## config.mk

```make
export PLATFORM = sky130hd
export DESIGN_NAME = pipe_skid_buffer
export DESIGN_NICKNAME = d
export VERILOG_FILES = /design/src/rtl/pipe_pkg.sv /design/src/rtl/d_flip_flop.sv /design/src/rtl/pipe_skid_buffer.sv
export SDC_FILE = /design/constraint.sdc
export NUM_CORES = 1
export LEC_CHECK = 0
export CAP_MARGIN = 30
export CORE_MARGIN = 5
export CORE_UTILIZATION = 30
export DETAILED_ROUTE_END_ITERATION = 6
export PLACE_DENSITY = 0.54
export SLEW_MARGIN = 40
export SYNTH_ARGS = -nofsm -noshare
export SYNTH_HDL_FRONTEND = slang
export SYNTH_SLANG_ARGS = --single-unit
```

## constraint.sdc

```tcl
create_clock -name clk -period 5 [get_ports clk]
set_input_delay 1.5 -clock clk [delete_from_list [all_inputs] [get_ports clk]]
set_output_delay 1.5 -clock clk [all_outputs]
set_load 0.01 [all_outputs]
```

## src/rtl/pipe_pkg.sv

```systemverilog
// Shared types and constants for the valid/ready skid buffer stage.
package pipe_pkg;

    localparam int LEVEL_W = 2;

    typedef enum logic [1:0] {
        EMPTY = 2'd0,
        BUSY  = 2'd1,
        FULL  = 2'd2
    } skid_state_t;

    // Occupancy reported for each state.
    function automatic logic [LEVEL_W-1:0] state_level(input skid_state_t s);
        case (s)
            BUSY:    state_level = LEVEL_W'(1);
            FULL:    state_level = LEVEL_W'(2);
            default: state_level = LEVEL_W'(0);
        endcase
    endfunction

endpackage

```

## src/rtl/d_flip_flop.sv

```systemverilog
// Parameterised payload register with asynchronous active-low reset.
module d_flip_flop #(
    parameter int             WDT       = 8,
    parameter logic [WDT-1:0] RESET_VAL = '0
) (
    input  logic           clk,
    input  logic           rst_n,
    input  logic [WDT-1:0] d_in,
    output logic [WDT-1:0] q
);

    // Capture d_in every cycle; the caller supplies a hold mux on d_in.
    // NOTE: payload is reset here because out_data must show RESET_VAL straight out of reset.
    always_ff @(posedge clk or negedge rst_n) begin
        if (!rst_n) begin
            q <= RESET_VAL;
        end else begin
            // NOTE: non-blocking assignment so every flop samples pre-edge values.
            q <= d_in;
        end
    end

endmodule

```

## src/rtl/pipe_skid_buffer.sv

```systemverilog
// Two-entry valid/ready register slice: registered valid, ready and data,
// one transfer per cycle, strict FIFO order, synchronous flush.
module pipe_skid_buffer
    import pipe_pkg::*;
#(
    parameter int             WDT       = 8,
    parameter logic [WDT-1:0] RESET_VAL = '0
) (
    input  logic               clk,
    input  logic               rst_n,
    input  logic               flush,
    input  logic               in_valid,
    output logic               in_ready,
    input  logic [WDT-1:0]     in_data,
    output logic               out_valid,
    input  logic               out_ready,
    output logic [WDT-1:0]     out_data,
    output logic [LEVEL_W-1:0] level
);

    skid_state_t        state, state_nxt;
    logic               load_main, load_skid, main_from_skid;
    logic [WDT-1:0]     main_q, skid_q;
    logic [WDT-1:0]     main_d, skid_d;
    logic               out_valid_q, in_ready_q;
    logic [LEVEL_W-1:0] level_q;

    // Next-state and payload load enables; flush overrides every handshake.
    always_comb begin
        // NOTE: defaults first so no path leaves a signal unassigned (no latches).
        state_nxt      = state;
        load_main      = 1'b0;
        load_skid      = 1'b0;
        main_from_skid = 1'b0;
        if (flush) begin
            state_nxt = EMPTY;
        end else begin
            case (state)
                EMPTY: begin
                    if (in_valid) begin
                        state_nxt = BUSY;
                        load_main = 1'b1;
                    end
                end
                BUSY: begin
                    if (in_valid && out_ready) begin
                        load_main = 1'b1;
                    end else if (in_valid) begin
                        state_nxt = FULL;
                        load_skid = 1'b1;
                    end else if (out_ready) begin
                        state_nxt = EMPTY;
                    end
                end
                FULL: begin
                    // in_ready is low here, so in_valid is not a transfer.
                    if (out_ready) begin
                        state_nxt      = BUSY;
                        load_main      = 1'b1;
                        main_from_skid = 1'b1;
                    end
                end
                default: state_nxt = EMPTY;
            endcase
        end
    end

    // State register plus status flops decoded from the next state, so the
    // status outputs leave the block straight from flops.
    always_ff @(posedge clk or negedge rst_n) begin
        if (!rst_n) begin
            state       <= EMPTY;
            out_valid_q <= 1'b0;
            in_ready_q  <= 1'b1;
            level_q     <= '0;
        end else begin
            state       <= state_nxt;
            out_valid_q <= (state_nxt != EMPTY);
            in_ready_q  <= (state_nxt != FULL);
            level_q     <= state_level(state_nxt);
        end
    end

    // Payload muxes: load the selected source or hold the current word.
    assign main_d = load_main ? (main_from_skid ? skid_q : in_data) : main_q;
    assign skid_d = load_skid ? in_data : skid_q;

    d_flip_flop #(.WDT(WDT), .RESET_VAL(RESET_VAL)) u_main_reg (
        .clk   (clk),
        .rst_n (rst_n),
        .d_in  (main_d),
        .q     (main_q)
    );

    d_flip_flop #(.WDT(WDT), .RESET_VAL(RESET_VAL)) u_skid_reg (
        .clk   (clk),
        .rst_n (rst_n),
        .d_in  (skid_d),
        .q     (skid_q)
    );

    assign out_data  = main_q;
    assign out_valid = out_valid_q;
    assign in_ready  = in_ready_q;
    assign level     = level_q;

endmodule
```

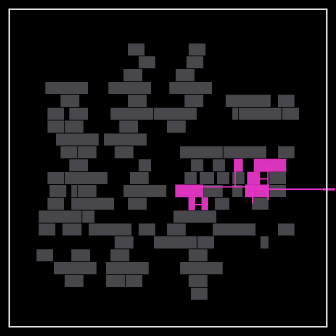
Figure 1: wires at chosen ports, followed through buffers.
- flush: magenta (bits 1; direction input; edge right; end cells 8; buffers 1; wire 58.3 µm)
Ports: 25
Port Buffers: 24

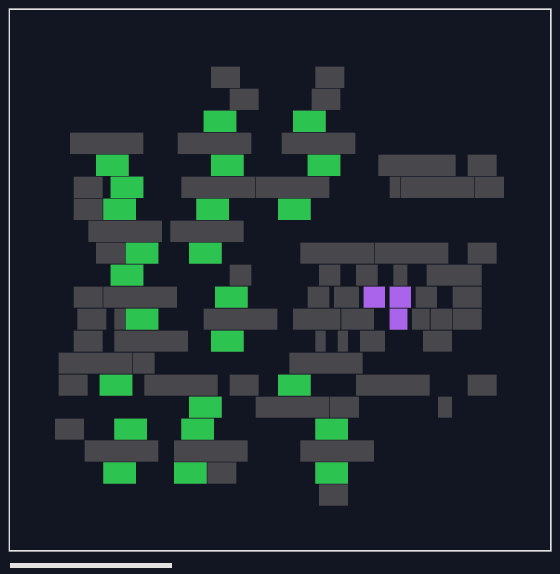
Figure 2: gate-type map.
Bar = 20 µm.
- mux cells: green (cells 24)
- nand cells: purple (cells 3)
combinational share of cell area: 0.317
Non-Filler Instances: 135

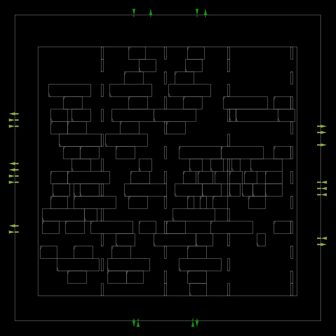
Figure 3: cell placement.
tap cells: 44
# rows: 20
fraction of area in registers: 0.432

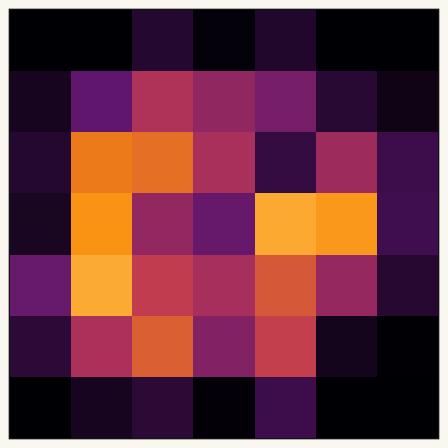
Figure 4: cell density map.
The die is cut into 7 by 7 equal tiles; black is low, pale yellow is high, 0 to 100% covered.
- tiles over 75% full: 8.2%
- mean over tiles: 27%
- fullest tile: 82%
- nearly empty tiles: 20%
final core utilization: 0.415
core box area: 3080 µm²

==> CHANGELOG.md <==
### Physical design

- Status: finished clean
- Total chip power: 406 µW
- Number of remaining DRC errors: 0
- Critical Path Start Type: input port
- Switch Pwr: 99.0 µW
- Sequential-to-total area share from yosys stat: 0.570
- Overall routed net length: 1.79 mm
- Routed wl met2: approximately 840 µm
- M1 GR Usage: 0.114
- Top-count cell post-synth: mux2_2
- Hold Slack: 0.514 ns
- CTS max path bufs: 2
- Fill cell count: 301
- Setup TNS: 0 ns
- Nonclk inv count: 1
- R2R setup slack: approximately 3.1 ns
- Fin. Hold Viols: 0
- Comb_multi_in: 40
- Postcts setup bufs: 0
- Internal power: between 300 and 400 µW
- Crit path max-delay family: multiplexers
- Worst hold endpoint: u_skid_reg.q[0]
- Gate count after technology mapping: 65
- DRT Pass-1 Iters: 3
- Simple-gate portion of the synthesized area: 0.0762
- CP endpoint kind: flop
- AO/OA Area Share: 0.0530
- Placed Area: 1250 µm²
- Adder Share, Synth: 0
- Vias per inst: 4.50
- Die outline area: 4460 µm²
- First-pass GRT wire length: 3.06 mm
- Top post-synthesis cells by count: mux2_2 (23), dfrtp_1 (21), a211oi_1 (2), nand3b_1 (2), nor2_1 (2)
- OpenROAD warning count: 26
- Remaining global-route overflow: 0
- Busiest grt layer: met2
No activity file was given, so power comes from the tool's default toggle rates.
